Design polaris_dbus_bridge_flat, sky130hd; sources not shown.
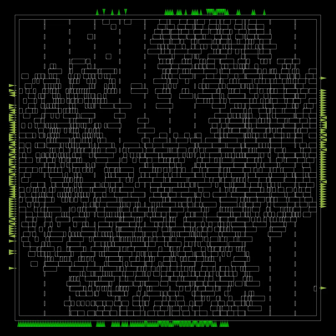
Fig. 1. Placed standard cells (run 1).
Well Taps: 341
Final Util: 49.3%

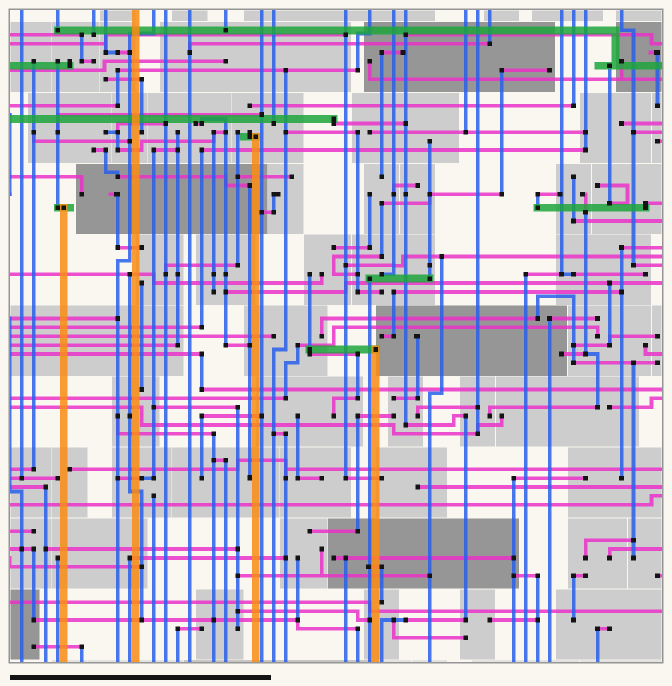
Fig. 2. Layout detail (run 1).
Bar = 10 um. Window x 72 to 97, y 38 to 63 um. Cells in gray, sequential cells in the stronger gray; small squares are vias.
- met1: magenta
- met4: orange
- met3: green
- met2: blue
- cells with their middle in the window: 46
- most frequent: nor2_1 (9), o21ai_0 (6), a21oi_2 (5)
- sequential cells in the window: 4

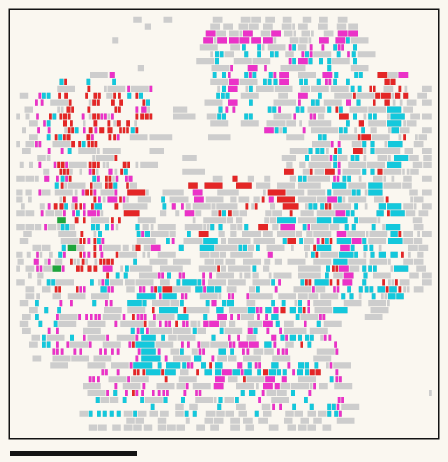
Fig. 3. Logic cells by family (run 1).
Bar = 50 um.
- NAND gates: red (cells 203; most used nand2_1)
- NOR gates: magenta (cells 312; most used nor2_1; where widely spread)
- multiplexers: green (cells 3; most used mux2i_1)
- inverting AOI/OAI gates: cyan (cells 342; most used o21ai_0; where widely spread)
combinational share of cell area: 39.0%
most frequent logic cell in the layout: nor2_1
fin cells: 1840

==> deck_impl_summary.md, run 1 <==
Key Metrics from the Run

Outcome
  • Outcome: finished with violations
  • Failing checks: negative setup slack

Timing
  • Final hold viol count: 0
  • Worst Skew: 0.0145 ns
  • Final setup violation count: 5
  • Final min period: 2.34 ns
  • Final WS setup: -0.0403 ns
  • Slew Viols, Final: 0
  • Final TNS setup: -0.0904 ns
  • RSZ-0062 raised after global routing: true

Final layout
  • Flop count: 160
  • Final instance area: 13200 um2
  • Buffers, non-clock: 305
  • Diode count: 0
  • Layout clock area frac: 4.82%
  • Largest cell class: multi-input combinational cells
  • Share of post-route cells with drive strength above 1: 28.8%
  • Flop share of the area: 24.4%
  • Sequential Area: 3220 um2
  • Multi-In Gates: 873

CTS
  • Bufs on Longest Clock Path: 2
  • CTS Sinks: 160
  • H-tree lvl count: 4

Power
  • Design Power: 7.09 mW

Flow run
  • Tool Warnings: 73
  • MaxCap Viol Count: 0

Place
  • Placed inst area: 11200 um2
  • GP Congestion: 0.860
  • Setup WS pre-CTS: -0.193 ns
  • Placed cell count: 1783
  • Port Buf Inserts: 222

Floorplanning
  • Pre-Place Util: 30.3%
  • Die Height: 168 um
  • Die Size: 28300 um2
  • # rows: 60

Worst setup path
  • Crit path max-delay cell type: dfxtp_4
  • Crit end category: output port
  • CP Buf/Inv Count: 4
  • FF-to-FF path depth: 12
  • Crit-path max cell delay: 0.40 ns
  • Critical path arrival: 1.88 ns
  • Reg-to-reg slack, setup: 0.49 ns
  • CP cell instances: inv_4 -> ha_4 -> buf_12 -> buf_8 -> nand2_1 -> o211ai_1 -> a21oi_2 -> nor2_4 -> buf_6
  • Critical path's top delay family: buffers and inverters

Synthesis
  • Synth Cell Area: 8110 um2
  • Syn Nets: 1396
  • Synth flops: 160
  • Yosys stat area: 8110 um2
  • Distinct lib cells: 37

Global route
  • Global-route wire length before repair: 45.4 mm
  • Vias in the first global route: 8405
  • Pin count of the biggest net entering global routing: 62

Worst hold path
  • Hold path depth: 2
  • Hold Path Class: flip-flop to flip-flop

Detailed routing
  • DRC Markers: 0
run 1: where the power goes:
group | switching [mW] | internal [mW] | leakage, nW
clock | 1.41 | 1.60 | 0.311
sequential | 0.101 | 2.89 | 1.31
combinational | 0.610 | 0.483 | 3.63
total | 2.12 | 4.97 | 5.25
run 1: logic make-up (layout without fill, tap and decap cells):
family / count (synthesis) / in the layout / share of synthesized area [%]
multiplexers: 3 / 3 / 0.370
flip-flops: 160 / 160 / 39.5
adder cells (fa/ha/maj): 6 / 6 / 0.926
AND-OR/OR-AND: 342 / 342 / 22.4
AND/OR/NAND/NOR: 517 / 517 / 25.8
buffers and inverters: 204 / 466 / 10.5
XOR/XNOR: 4 / 4 / 0.432
other: 1 / 1 / 0.0463
run 1: synthesized netlist by cell type (all sizes together):
library cell,instances,area share [%]
o21ai,155,9.6
nand4,3,0.23
nand3,36,2.3
buf,35,2.6
or2,2,0.15
xor2,3,0.32
ha,6,0.93
nand2,164,8.1
mux2i,3,0.37
clkbuf,40,1.9
a31oi,10,0.96
a21oi,167,11
o31ai,1,0.093
dfxtp,160,40
xnor2,1,0.11
inv,127,5.9
o22ai,1,0.077
o211ai,8,0.74
nor3,5,0.51
conb,1,0.046
nor2,307,14
clkinv,2,0.093
run 1: routing by layer:
metal | vias to the layer above | wire [um] | track usage [%]
li1 | 4478 | - | -
met1 | 4084 | 13500 | 27.1
met2 | 250 | 13800 | 33.0
met4 | 0 | 444 | 5.32
met3 | 26 | 1400 | 3.90
met5 | - | 0 | 0
run 1: repair_timing:
item                                    CTS  global route
pin swaps                                41            47
endpoints found under the setup margin  110           124
buffers inserted                          9            11
resized                                 744           161
hold endpoints to repair                  0             0
gates cloned                              3             2
hold buffers                              0             0
==> inputs of run 2 (changes only) <==
- CORE_UTILIZATION: 30 -> 47
- CTS_CLUSTER_DIAMETER: default -> 120
- PLACE_DENSITY: 0.58 -> 0.83
- clock period: 2.3 -> 2.6 ns (I/O delays scaled with it)
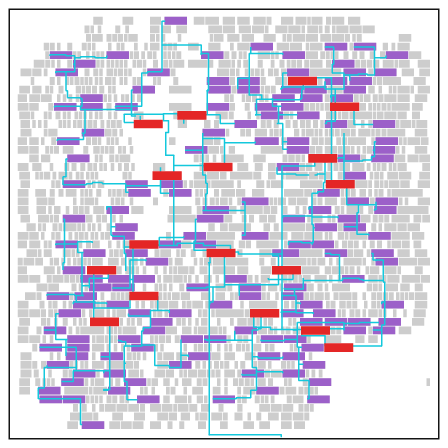
Fig. 4. Clock wires, drivers and flops (run 2).
- cells driving clock nets: red (count 17)
- flip-flops: purple (count 160)
- clock wires: cyan (length 1920 um)
- routed clock nets: 18
- flops lie: widely spread
Worst Skew: 0.0111 ns
Latency at later pin: 0.43 ns
clk pwr: 2.39 mW
Clock Power Share: 40.5%

==> run 2 against run 1 <==
Compared with the run above:
- the run now ends clean
- first-iteration DRC count increased by 95%
- combinational power down 19%
- sequential cell count is the same
- clock skew is 0.0034 ns lower
- core utilization increased by 21 points
- register-to-register slack better by 0.05 ns
- power decreased by 17%
- wire length down 2.2%
- via count increased by 5.5%
- critical path type unchanged
- largest cell class unchanged
- highest routed layer unchanged
==> deck_impl_summary.md, run 2 <==
Key Metrics from the Run

Worst setup path
  • Crit path max-delay cell type: dfxtp_4
  • Reg-to-reg slack, setup: 0.54 ns (+0.05 ns)
  • Critical path's top delay family: simple AND/OR/NAND/NOR gates
  • CP cell instances: inv_4 -> nand2_4 -> nor3_4 -> a31oi_4 -> nand3_4 -> nand2_8 -> buf_16 -> a21oi_2 -> buf_4
  • CP Buf/Inv Count: 3 (-1)
  • Critical path arrival: 1.95 ns (+0.07 ns)
  • FF-to-FF path depth: 9 (-3)
  • Crit end category: output port
  • Crit-path max cell delay: 0.37 ns (-0.03 ns)

Final layout
  • Final instance area: 12000 um2 (-8.6%)
  • Most frequent logic cell in the layout: nor2_1
  • Fin cells: 1692 (-8.0%)
  • Share of post-route cells with drive strength above 1: 21.2% (-7.6 points)
  • Final Util: 70.6% (+21 points)
  • Sequential Area: 3220 um2 (about the same)
  • Diode count: 0 (unchanged)

Global route
  • Pin count of the biggest net entering global routing: 83 (+34%)
  • Routing usage on met3: 5.39% (+1.5 points)
  • Global-route wire length before repair: 41.8 mm (-7.9%)
  • Routing usage on met2: 47.9% (+15 points)
  • Vias in the first global route: 8401 (-0.048%)
  • Initial antenna violation count: 0
  • GR peak layer: met2
  • Met1 usage: 36.3% (+9.2 points)

Floorplanning
  • I/O pins: 264
  • # rows: 48 (-20%)
  • Die Height: 135 um (-20%)
  • Die Size: 18300 um2 (-35%)
  • Pre-Place Util: 47.5% (+17 points)

Timing
  • Final hold viol count: 0 (unchanged)
  • Final setup violation count: 0 (-5)
  • RSZ-0062 raised after global routing: true
  • Period utilization: 95.0%
  • Final WS setup: 0.130 ns (+0.171 ns)
  • Fmax: 0.405 GHz
  • Slew Viols, Final: 0 (unchanged)
  • Final min period: 2.47 ns

Power
  • Sw power: 1.70 mW (-20%)
  • P_comb: 882 uW (-19%)
  • VDD IR max: 0.529 mV
  • Largest Pwr Group: registers
  • Design Power: 5.92 mW (-17%)
  • Cell internal pwr: 4.22 mW (-15%)
  • Net switching fraction of the power: 28.7% (-1.2 points)
  • Sequential Power Share: 44.6% (+2.4 points)
  • P_seq: 2.64 mW (-12%)
  • Comb power frac: 14.9% (-0.5 points)

Detailed routing
  • Vias per std cell: 5.51
  • DRC Markers: 0 (unchanged)

Place
  • Placed inst area: 10600 um2 (-5.5%)
  • GP Congestion: 0.914 (+6.3%)
  • Setup WS pre-CTS: -0.0458 ns (+0.147 ns)
  • Placed cell count: 1635 (-8.3%)
  • Port Buf Inserts: 222 (unchanged)

Synthesis
  • Syn Nets: 1396 (unchanged)
  • Yosys stat area: 8110 um2 (unchanged)
  • Post-synth top cells: 302 x nor2_1, 160 x dfxtp_1, 157 x nand2_1
  • Synth top cell by count: nor2_1
  • Dominant synthesized flop cell: dfxtp_1
  • Synth Cell Area: 8110 um2 (unchanged)
  • Asr flop ratio synth: 0% (unchanged)
  • Post-synth seq share: 39.5%
  • Number of enable flip-flop cells: 0 (unchanged)
  • Top cells by area: dfxtp_1 40%, nor2_1 14%, a21oi_1 9.4%
  • Synth flops: 160 (unchanged)
  • Yosys warning count: 0
  • Distinct lib cells: 37 (unchanged)
  • Dominant cell area share: 39.5% (unchanged)
  • Yosys top cell by area: dfxtp_1

CTS
  • CTS Sinks: 160 (unchanged)
  • CTS root buffer: clkbuf_16
  • Bufs on Longest Clock Path: 2 (unchanged)
  • H-tree lvl count: 4 (unchanged)

Outcome
  • Outcome: finished clean

Flow run
  • Tool Warnings: 73 (unchanged)
  • MaxCap Viol Count: 0 (unchanged)

Worst hold path
  • Hold path depth: 2 (unchanged)
  • Hold Path Class: flip-flop to flip-flop
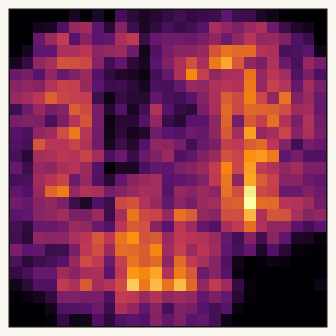
Fig. 5. Routed metal per tile (run 2).
The die is cut into 27 by 27 equal tiles; black is low, pale yellow is high, scaled to the fullest tile. Values are wire area over tile area, all layers added.
- nearly empty tiles: 9.5%
- fullest tile: 0.79
- mean over tiles: 0.26
- emptiest ninth of the die: south-east
- tiles over half the peak: 19%
via count: 9326
DRT Wirelength: 28.5 mm
GRT Util Overall: 28.5%

run 2: netlist changes by cell type in the layout (fill, tap and decap cells not counted), sizes merged:
| cell | change |
|---|---|
| clkdlybuf4s15 | +7 |
| clkinvlp | +4 |
| clkinv | -4 |
| dlymetal6s2s | +2 |
| clkbuf | -1 |
| clkdlybuf4s50 | +1 |
| buf | -65 |
| bufinv | -1 |
| dlygate4sd2 | +25 |
run 2: through the flow:
step	hold slack [ns]	setup TNS [ns]
floorplan	0.425	0
global placement	0.432	0
detailed placement	0.439	-0.102
CTS	0.449	0
global route	0.505	0
finish	0.481	0
run 2: tightest hold or removal path, cell delays in order (launching register included):
cell	delay [ns]
dfxtp_1	0.30
inv_1	0.08
a21oi_1	0.06
run 2: layout make-up:
type                            instances  share of cell area [%]
Timing Repair Buffer                  273                    23.5
Multi-Input combinational cell        873                    38.5
Sequential cell                       160                    26.8
Inverter                              129                    4.28
Clock buffer                           18                    3.65
Clock inverter                         14                   0.987
Tap cell                              225                    2.34
run 2: what timing repair did:
item	CTS	global route
setup buffers	13	8
cloned	3	1
setup endpoints to repair	111	85
resized	523	127
hold buffers	0	0
pin swaps	14	15
run 2: cell families after synthesis:
family | synth area share, %
AND-OR/OR-AND | 22.4
XOR/XNOR | 0.432
adder cells (fa/ha/maj) | 0.926
other | 0.0463
multiplexers | 0.370
flip-flops | 39.5
buffers and inverters | 10.5
AND/OR/NAND/NOR | 25.8
run 2: per-layer routing:
metal / part of all wire (%) / wire, um / vias to the layer above
met5: 0 / 0 / -
met3: 8.2 / 2340 / 79
li1: - / - / 4406
met2: 49 / 14100 / 523
met4: 3.3 / 931 / 0
met1: 39 / 11100 / 4318
Power figures rest on the tool's default switching activity, not on a simulated workload.
